--- config.mk ---
export PLATFORM = sky130hd
export DESIGN_NAME = fixed_mul_arbiter
export DESIGN_NICKNAME = d
export VERILOG_FILES = /design/src/rtl/fixed_mul_arbiter.sv
export SDC_FILE = /design/constraint.sdc
export NUM_CORES = 1
export LEC_CHECK = 0
export CAP_MARGIN = 0
export CORE_MARGIN = 8
export CORE_UTILIZATION = 45
export CTS_CLUSTER_DIAMETER = 60
export CTS_CLUSTER_SIZE = 14
export DETAILED_ROUTE_END_ITERATION = 10
export PLACE_DENSITY = 0.7
export REMOVE_ABC_BUFFERS = 1
export SLEW_MARGIN = 20
export SYNTH_ARGS = -nofsm -noshare
export SYNTH_HDL_FRONTEND = slang
export SYNTH_HIERARCHICAL = 1
export SYNTH_SLANG_ARGS = --single-unit
--- constraint.sdc ---
create_clock -name clk -period 10.2 [get_ports clk]
set_input_delay 1.02 -clock clk [delete_from_list [all_inputs] [get_ports clk]]
set_output_delay 1.02 -clock clk [all_outputs]
set_load 0.02 [all_outputs]
--- src/rtl/fixed_mul_arbiter.sv ---
// Round-robin arbiter sharing one fixed-point multiplier among NREQ requesters.
// A single result register holds the product and the owning requester's index.

module fixed_mul #(
  parameter int unsigned W    = 16,
  parameter int unsigned FRAC = W / 2
) (
  input  logic signed [W-1:0] a_i,
  input  logic signed [W-1:0] b_i,
  output logic signed [W-1:0] prod_c_o
);

  logic signed [2*W-1:0] full_c;

  // Full-precision product realigned to the operand format, upper bits dropped
  always_comb begin
    full_c   = a_i * b_i;
    prod_c_o = W'(full_c >>> FRAC);
  end

endmodule

module fixed_mul_arbiter #(
  parameter int unsigned NREQ = 4,
  parameter int unsigned W    = 16
) (
  input  logic                                  clk,
  input  logic                                  rst_n,
  input  logic [NREQ-1:0]                       req_valid,
  output logic [NREQ-1:0]                       req_ready,
  input  logic [NREQ*W-1:0]                     req_a,
  input  logic [NREQ*W-1:0]                     req_b,
  output logic                                  rsp_valid,
  input  logic                                  rsp_ready,
  output logic [W-1:0]                          rsp_result,
  output logic [((NREQ > 1) ? $clog2(NREQ) : 1)-1:0] rsp_id
);

  localparam int unsigned IDW = (NREQ > 1) ? $clog2(NREQ) : 1;

  logic           rsp_valid_q, rsp_valid_d;
  logic [W-1:0]   rsp_result_q, rsp_result_d;
  logic [IDW-1:0] rsp_id_q, rsp_id_d;
  logic [IDW-1:0] ptr_q, ptr_d;

  logic           can_accept;
  logic           gnt_vld;
  logic [IDW-1:0] gnt;
  logic           xfer;
  logic [W-1:0]   op_a, op_b;
  logic [W-1:0]   prod;

  // Round-robin search starting at ptr_q
  always_comb begin
    int unsigned idx;
    gnt_vld = 1'b0;
    gnt     = '0;
    for (int unsigned k = 0; k < NREQ; k++) begin
      idx = 32'(ptr_q) + k;
      if (idx >= NREQ) idx = idx - NREQ;
      if (!gnt_vld && req_valid[IDW'(idx)]) begin
        gnt_vld = 1'b1;
        gnt     = IDW'(idx);
      end
    end
  end

  // Operand mux for the granted requester
  always_comb begin
    op_a = '0;
    op_b = '0;
    for (int unsigned i = 0; i < NREQ; i++) begin
      if (gnt == IDW'(i)) begin
        op_a = req_a[i*W +: W];
        op_b = req_b[i*W +: W];
      end
    end
  end

  fixed_mul #(.W(W)) u_mul (
    .a_i      (op_a),
    .b_i      (op_b),
    .prod_c_o (prod)
  );

  // Handshake and next-state for the result register and pointer
  always_comb begin
    can_accept   = !rsp_valid_q || rsp_ready;
    req_ready    = '0;
    xfer         = 1'b0;
    rsp_valid_d  = rsp_valid_q;
    rsp_result_d = rsp_result_q;
    rsp_id_d     = rsp_id_q;
    ptr_d        = ptr_q;

    if (rst_n && can_accept && gnt_vld) begin
      req_ready[gnt] = 1'b1;
      xfer           = 1'b1;
    end

    if (xfer) begin
      rsp_valid_d  = 1'b1;
      rsp_result_d = prod;
      rsp_id_d     = gnt;
      ptr_d        = (gnt == IDW'(NREQ - 1)) ? '0 : gnt + IDW'(1);
    end else if (rsp_valid_q && rsp_ready) begin
      rsp_valid_d = 1'b0;
    end
  end

  always_ff @(posedge clk) begin
    if (!rst_n) begin
      rsp_valid_q  <= 1'b0;
      rsp_result_q <= '0;
      rsp_id_q     <= '0;
      ptr_q        <= '0;
    end else begin
      rsp_valid_q  <= rsp_valid_d;
      rsp_result_q <= rsp_result_d;
      rsp_id_q     <= rsp_id_d;
      ptr_q        <= ptr_d;
    end
  end

  assign rsp_valid  = rsp_valid_q;
  assign rsp_result = rsp_result_q;
  assign rsp_id     = rsp_id_q;

endmodule

Run 1, where the registers sit:
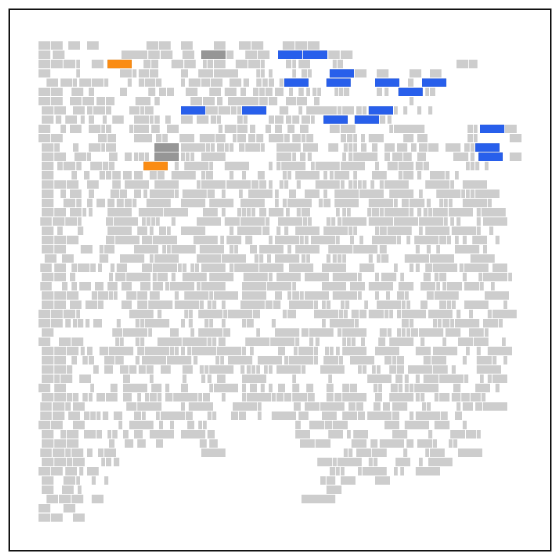
[ptr_q] orange | sequential cells: 2
[rsp_result] blue | sequential cells: 16
combined flip-flop and latch cell area: 420 um2
fraction of the core area covered by cells at the end of the flow: 0.557
sequential portion of the cell area: 0.0376

Run 1, the metal 3 layer:
Scale bar: 50 um.
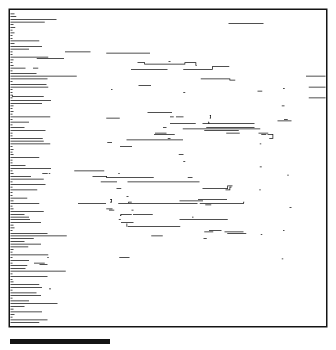
nets with wire on the layer: 164
wire length on this layer: 1690 um
aggregate routed wire length: 25100 um
met3 track demand over resource in global routing: 0.0427
via count of the routed design: 7726

Run 1, M2 wires:
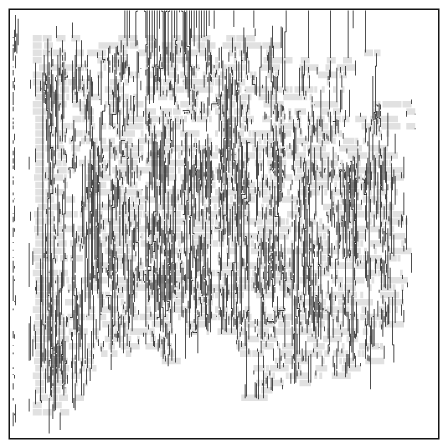
longest straight run: 93.5 um
nets with wire on the layer: 1378
main direction: vertical
met2 global-route usage: 0.363

==> impl_metrics.ini, run 1 <==
; synthesis and place-and-route metrics
[final_timing]
timing_worst_slew_pin_value_ns = 0.714
maxSlewViolCount = 0
final_min_period_over_clock_period = 0.875
timing.setup.tns_ns = 0

[hold_path]
whs_path_cells = 2
hold_path_startpoint = rsp_result[8]

[job]
drv.max_cap_violation_count = 0

[synthesis]
synth.mux.area_fraction = 0
yosys_register_bits = 21
synth.logic.top_family = adder cells
netlist_instances = 1102

[routing]
viasPerCell = 5.11

[finish]
flow.area_growth_from_synthesis_pct = 22.1

[worst_setup_path]
worst_r2r_end = rsp_result[15]
setup.worst_path.class = in2reg
worst_setup_path_end_kind = flop
critical_path_required_ns = 10.41

[clocking]
post-cts-setup-buffers = 0

[floorplanning]
die-height_um = 159

[run_status]
outcome = complete, no violations

[global_routing]
vias_in_the_first_global_route = 8700

[place]
dp_hpwl_um = 21100
run 1: cells in the mapped netlist, types with 14 or more instances:
cell / n / share of area
inv_1: 234 / 0.096
fa_1: 186 / 0.41
clkbuf_1: 47 / 0.019
nand3_1: 20 / 0.011
nand2_1: 191 / 0.078
dfxtp_1: 21 / 0.046
ha_1: 74 / 0.10
nor2_1: 14 / 0.0057
and2_1: 99 / 0.068
o21ai_0: 63 / 0.034
xnor2_1: 26 / 0.025
a221o_1: 31 / 0.034
run 1: per-layer routing:
layer,global-route usage,vias to the layer above,routed length [um]
met4,0.0623,0,669
met1,0.240,3777,10100
met3,0.0427,42,1690
met5,0,-,0
met2,0.363,279,12600
li1,-,3628,-
run 1: layout make-up:
class,instances,area share
inverters,234,0.0785
clock buffers,3,0.00671
flip-flops and latches,21,0.0376
multi-input cells,788,0.681
well taps,270,0.0302
clock inverters,1,0.000447
repair buffers,194,0.165
run 1: worst max-delay path: cells and delay by family:
| kind | cells | cell delay, ns |
|---|---|---|
| adder cells (fa/ha/maj) | 8 | 3.70 |
| buffers and inverters | 7 | 1.50 |
| AND/OR/NAND/NOR | 7 | 0.94 |
| AND-OR/OR-AND | 9 | 1.78 |
| XOR/XNOR | 1 | 0.14 |
run 1: kinds of logic after synthesis:
family | Yosys count
compound gates | 141
xor+xnor | 37
fa+ha+maj | 260
buf+inv | 293
flops | 21
simple gates | 350
run 1: worst max-delay path by stage:
stage,from,to,slack (ns)
after floorplan,req_valid[1],rsp_result[15],1.40
after global placement,req_valid[1],rsp_result[15],1.11
after detailed placement,req_valid[0],rsp_result[14],0.90
after CTS,req_valid[0],rsp_result[15],1.17
after global routing,req_valid[0],rsp_result[14],0.71
final,req_valid[1],rsp_result[15],1.28
run 1: state kept, by name (all words and copies together), names as in the netlist:
register,flops
rsp_valid,1
rsp_result,16
rsp_id,2
ptr_q,2
run 1: stage by stage:
step,setup WS [ns],util,cell area (um2),instances
final,1.28,0.557,11200,1511
after global routing,0.711,0.557,11200,1511
after CTS,1.17,0.556,11200,1511
after detailed placement,0.905,0.552,11100,1507
after global placement,1.11,0.552,11100,1507
after floorplan,1.40,-,8910,1043
run 1: cell usage in the layout (no fill, tap or decap), types with 26 or more instances in the layout:
cell and count:
inv_1 234, ha_1 73, nand2_1 191, buf_4 37
and2_1 99, o21ai_0 59, fa_1 186, a221o_1 31
clkdlybuf4s50_1 157, xnor2_1 26
## Run 2: what changed since run 1
CAP_MARGIN = default   (was 0)
Run 2, the metal 3 layer:
Scale bar: 50 um.
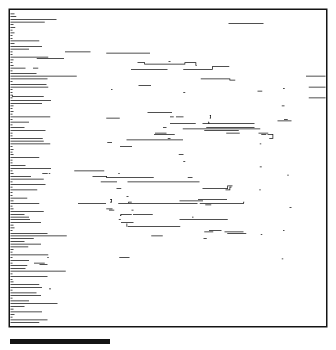
nets with wire on the layer: 164
wire length on this layer: 1690 um
share of all routed wire: 6.7%
longest straight run: 39.6 um
main direction: horizontal

Run 2, routing congestion map:
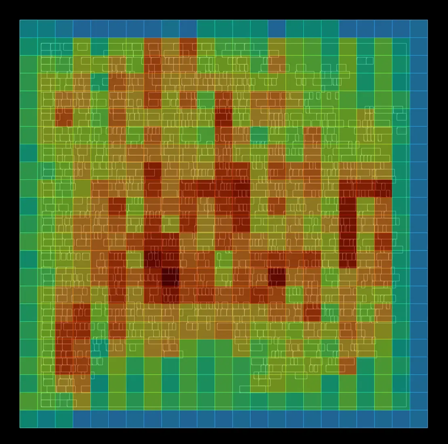
GRT Util Overall: 0.203
detail-routed net length per standard cell: 16.6 um
met1 capacity usage during global routing: 0.240
GRT busiest layer: met2

Run 2, logic cells by family:
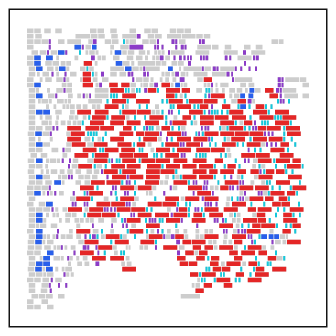
[non-inverting ao/oa cells] blue | cells: 42 | where: widely spread
[nand cells] purple | cells: 225
[fa/ha/maj cells] red | cells: 260
[inv cells] cyan | cells: 234
number of standard cells in the final layout excluding fillers: 1511
combinational share of cell area: 0.681
most frequent logic cell in the layout: inv_1

==> impl_metrics.ini, run 2 <==
; synthesis and place-and-route metrics
[place]
dp_hpwl_um = 21100

[global_routing]
vias_in_the_first_global_route = 8700

[worst_setup_path]
timing.critical_path.max_delay_family = adder cells
critical_path.n_buffers_inverters = 7
critical_path_required_ns = 10.41
worstSetupStartpointType = input port
setup.worst_path.class = in2reg
path_depth = 32
worst_r2r_end = rsp_result[15]
critical_path.endpoint = rsp_result[15]
worst_setup_path_end_kind = flop
cp-startpoint = req_valid[1]

[final_timing]
maxSlewViolCount = 0
timing_worst_slew_pin_value_ns = 0.714
timing.setup.tns_ns = 0
final_min_period_over_clock_period = 0.875
max_freq_ghz = 0.112
final_setup_fails = 0

[finish]
final_nets = 1637
largest_register_ff_count = 16
finish.utilization = 0.557
flow.area_growth_from_synthesis_pct = 22.1
layout_top_cells = inv_1 (234), nand2_1 (191), fa_1 (186)

[synthesis]
synth.cells.most_frequent = inv_1 (234), nand2_1 (191), fa_1 (186)
synthDominantCellAreaShare = 0.406
syn_avg_cell_area_um2 = 8.32
area_leaders = fa_1 (41%), ha_1 (10%), inv_1 (9.6%)
synth.most_common_cell = inv_1
yosys_area_um2 = 9160
netlist.top_cell.by_area = fa_1
netlist_instances = 1102
yosys_register_bits = 21

[routing]
routed_wl_um = 25100
viasPerCell = 5.11
vias = 7726
final_antenna_net_count = 0

[run_status]
outcome = complete, no violations

[job]
drv.max_cap_violation_count = 0

[clocking]
clkLatencyLatePin_ns = 0.26
post-cts-setup-buffers = 0
root_buffer = clkbuf_16

[floorplanning]
design.portCount = 158
die-height_um = 159

[hold_path]
holdCritPathClass = reg2reg

[power_and_ir_drop]
run 2: cell counts after synthesis:
No cell type changed its count.
run 2: area by class of cell:
type                    count  area, um2  area share
flip-flops and latches     21        420      0.0376
inverters                 234        878      0.0785
clock buffers               3       75.1     0.00671
repair buffers            194       1850       0.165
clock inverters             1       5.00    0.000447
multi-input cells         788       7620       0.681
well taps                 270        338      0.0302
run 2: worst reg2reg max path, delay by kind of cell, from the launching register on:
kind,cells,cell delay (ns)
adder cells (fa/ha/maj),8,3.61
AND-OR/OR-AND,8,1.81
XOR/XNOR,1,0.14
flip-flops,1,0.35
buffers and inverters,7,1.00
AND/OR/NAND/NOR,7,1.02
run 2: layer usage:
layer / vias up / GRT usage / share of wire
met4: 0 / 0.0623 / 0.027
met5: - / 0 / 0
met1: 3777 / 0.240 / 0.40
met3: 42 / 0.0427 / 0.067
li1: 3628 / - / -
met2: 279 / 0.363 / 0.50
run 2: worst min-delay path by stage:
stage / start / to / slack (ns) / cells after the start
final: rsp_result[8] / rsp_result[8] / 0.45 / 2
after global routing: rsp_result[15] / rsp_result[15] / 0.48 / 2
after CTS: rsp_result[2] / rsp_result[2] / 0.46 / 2
after detailed placement: rsp_result[2] / rsp_result[2] / 0.45 / 2
after global placement: rsp_result[2] / rsp_result[2] / 0.44 / 2
after floorplan: ptr_q[1] / ptr_q[1] / 0.47 / 2
run 2: through the flow:
step / setup slack, ns / cell area, um2 / std cells
global placement: 1.11 / 11100 / 1507
detailed placement: 0.905 / 11100 / 1507
floorplan: 1.40 / 8910 / 1043
CTS: 1.17 / 11200 / 1511
global route: 0.711 / 11200 / 1511
finish: 1.28 / 11200 / 1511
run 2: cells by family (layout without fill, tap and decap cells):
family / count (synthesis) / after routing / share of synthesized area
buf+inv: 293 / 432 / 0.124
simple gates: 350 / 350 / 0.184
compound gates: 141 / 141 / 0.104
flops: 21 / 21 / 0.0459
fa+ha+maj: 260 / 260 / 0.507
xor+xnor: 37 / 37 / 0.0354
## Run 3: what changed since run 2
PLACE_DENSITY = 0.69   (was 0.7)
SYNTH_HIERARCHICAL = default   (was 1)
Run 3, where the registers sit:
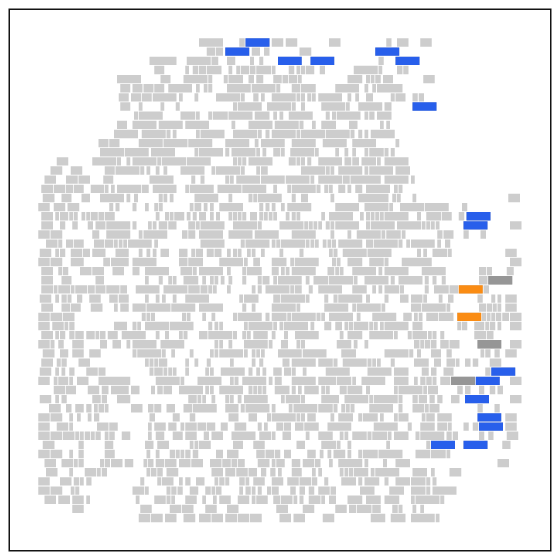
[rsp_result] blue | sequential cells: 16
[ptr_q] orange | sequential cells: 2
not colored: 3

Run 3, the metal 3 layer:
Scale bar: 50 um.
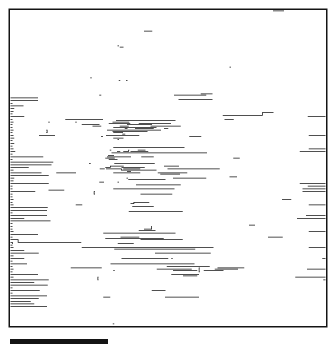
share of all routed wire: 7.1%
main direction: horizontal
longest straight run: 66.7 um

Run 3, routing congestion map:
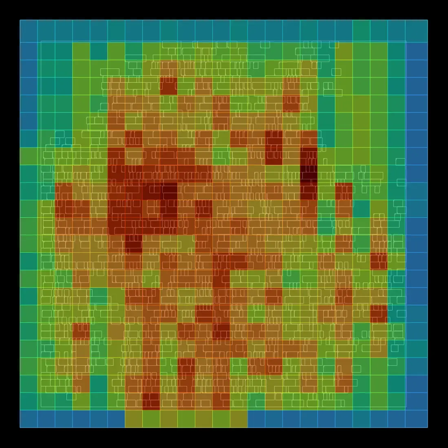
met3 track demand over resource in global routing: 0.0356
detail-routed net length per standard cell: 17.4 um

==> impl_metrics.ini, run 3 <==
; synthesis and place-and-route metrics
[worst_setup_path]
setup.worst_path.class = in2reg
worst_r2r_end = rsp_result[15]
worst_setup_path_end_kind = flop

[hold_path]
hold_path_end = rsp_result[4]
whs_path_cells = 2
hold_path_startpoint = rsp_result[4]

[synthesis]
aoi_oai_family_share_of_the_synthesized_area = 0.130
synth.mux.area_fraction = 0
synth-adder-area-share = 0.494
syn_avg_cell_area_um2 = 7.98
yosys_area_um2 = 9410
yosys_register_bits = 21

[routing]
viasPerCell = 5.17
final_antenna_net_count = 0
routed_wl_um = 27800

[clocking]
post-cts-setup-buffers = 0
clkLatencyLatePin_ns = 0.26

[final_timing]
timing_worst_slew_pin_value_ns = 0.799
maxSlewViolCount = 0

[run_status]
outcome = complete, no violations

[floorplanning]
die-height_um = 161
design.portCount = 158

[place]
dp_hpwl_um = 24000

[finish]
lay_top_count = inv_1
largest_register_ff_count = 16
final_nets = 1721
flow.area_growth_from_synthesis_pct = 21.7
finalNonFillerCells = 1600

[global_routing]
vias_in_the_first_global_route = 8795
run 3: cell count changes in the layout (fill, tap and decap cells not counted), sizes merged, moves of 15 or more:
cell    delta
o21ai     -39
nand2     -65
nor2     +149
and2      -93
a21oi     +48
inv       +25
o221ai    +15
a221o     -30
nand2b    +26
run 3: worst max-delay path by stage:
stage | start | end | slack [ns]
global route | req_valid[0] | rsp_result[15] | 0.18
detailed placement | req_valid[1] | rsp_result[15] | 0.35
floorplan | req_valid[0] | rsp_result[15] | 0.84
global placement | req_valid[1] | rsp_result[15] | 0.48
finish | req_valid[1] | rsp_result[15] | 0.76
CTS | req_valid[1] | rsp_result[15] | 0.62
run 3: cells by family (layout without fill, tap and decap cells):
logic type                 Yosys count  after routing
and+or+nand+nor                    383            383
xor gates and xnor gates            27             27
AOI/OAI and AO/OA                  176            176
DFF                                 21             21
buffers and inverters              312            458
adders and majority gates          260            260
run 3: layout make-up:
cell class                 instances  area (um2)  area share
clock inverter                     1        7.51    0.000655
sequential                        21         420      0.0367
inverter                         259         972      0.0849
clock buffer                       3        75.1     0.00655
timing repair buffer             195        1860       0.162
tap                              275         344      0.0300
multi-input combinational        846        7780       0.679
run 3: worst max-delay path, delay by kind of cell:
family / cells / cell delay (ns)
AND-OR/OR-AND: 12 / 2.34
AND/OR/NAND/NOR: 5 / 1.07
adder cells (fa/ha/maj): 8 / 4.04
buffers and inverters: 6 / 1.11
run 3: per-stage QoR:
| step | utilization | setup WS (ns) | hold WS, ns | area, um2 |
|---|---|---|---|---|
| finish | 0.552 | 0.765 | 0.464 | 11500 |
| global route | 0.552 | 0.179 | 0.493 | 11500 |
| CTS | 0.552 | 0.621 | 0.468 | 11400 |
| detailed placement | 0.548 | 0.349 | 0.459 | 11400 |
| global placement | 0.548 | 0.484 | 0.452 | 11400 |
| floorplan | - | 0.841 | 0.485 | 9160 |
run 3: layer usage:
metal / part of all wire / track usage / wire (um)
met1: 0.41 / 0.270 / 11500
met2: 0.49 / 0.377 / 13500
met3: 0.071 / 0.0356 / 1980
met4: 0.030 / 0.0658 / 825
met5: 0 / 0 / 0
